Fig. 1: track usage over the die
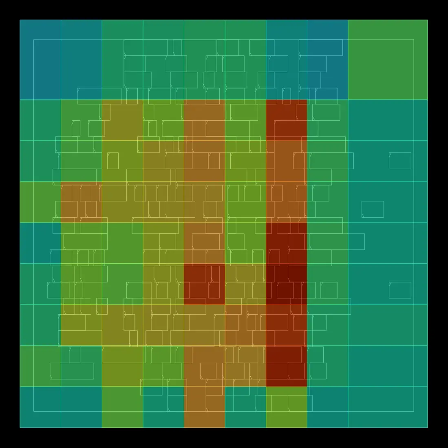
Fig. 2: sizing map
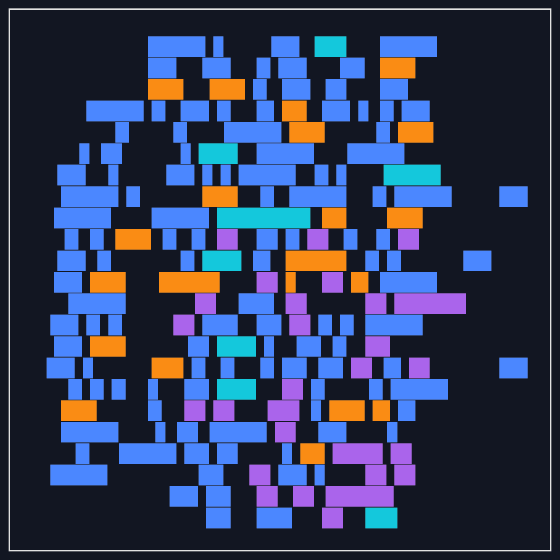
Design sym_serializer, sky130hd; sources not shown.
==> Changelog: implementation <==
## Flow update

- Outcome: finished, violations left
- Violations in the final reports: setup timing
- Commonest flop: dfxtp_1
- Pins Over Slew Limit: 0
- Routed wire length per instance: 15.93 um
- Most common cell after layout, fill and taps aside: buf_4
- Pin count of the biggest net entering global routing: 24
- H-Tree Depth: 1
- I/O pin total: 29
- Combinational group power: 0.248 mW
- Number of max-cap violations: 0
- Avg Vias per Cell: 5.177
- Core Box Area: 4000 sq um
- Crit path depth: 6
- Fraction of area in multi-input gates: 38.94%
- Clock buffer cells: 4
- Fin. Hold Viols: 0
- Required time worst endpoint: roughly 1.4 ns
- Cell with the biggest individual delay on the critical path: dfxtp_2
- Final Setup Violations: 1
- Area occupied by multi-input gates: 686.9 sq um
- Seq Cell Count: 22
- Total track usage: around 17%
- Switching share of power: between 20% and 30%
- Cells traversed along the worst timing path: inv_2, ha_4, nor4b_4, nor2_2, nor2_1, buf_4
- Routing usage on met1: between 10% and 20%
- Fin crit period: 2.319 ns
- Number of nets in the layout: approximately 200
- Syn Inst Count: approximately 130
- Horiz. Die Dim: 68.57 um
- Number of flip-flops in the largest register: 14
- Distinct lib cells: 34
- Top cells by count: a21oi_1, dfxtp_1, nand3_1
- Average cell area after synthesis: 9.192 sq um
- Number of buffers created by CTS: 3
- Worst setup slack for register-to-register paths: 0.23 ns
- DRC: 0
- Clock group power: 0.289 mW
- Complex-gate fraction of the synthesized area: around 29%
- Number of placed instances, taps included: 219
- Maximum root-to-sink buffer count: 2
- Simple Share, Synth: 21.97%
- Post-synthesis instance area: 1167 sq um
- Clock slew seen by the registers of the worst setup and hold paths: ~0.08 ns
- Flip-flop and latch area: 442.9 sq um
- Highest metal layer with signal wires: met4
- Share of the synthesized netlist area taken by xor and xnor gates: less than 1%
- Bufs and invs on worst path: 2
- Final worst setup slack: -0.01888 ns
- Overall overflow remaining after global route: 0
## Picture notes: Fig. 1
busiest metal layer after global routing: met2
met2 track demand over resource: 29.45%

## Picture notes: Fig. 2
colour	size	cells	most used
purple	x3 and x4	28	buf_4
cyan	x6 and larger	8	clkbuf_8
blue	x1 and smaller	119	clkdlybuf4s50_1
orange	x2	21	a22oi_2
Layout area overhead: 51.13%
Buffers, non-clock: 53
total non-filler cell area in the finished layout: 1764 sq um
final worst setup slack: -0.01888 ns

Power and IR drop assume default switching activity.
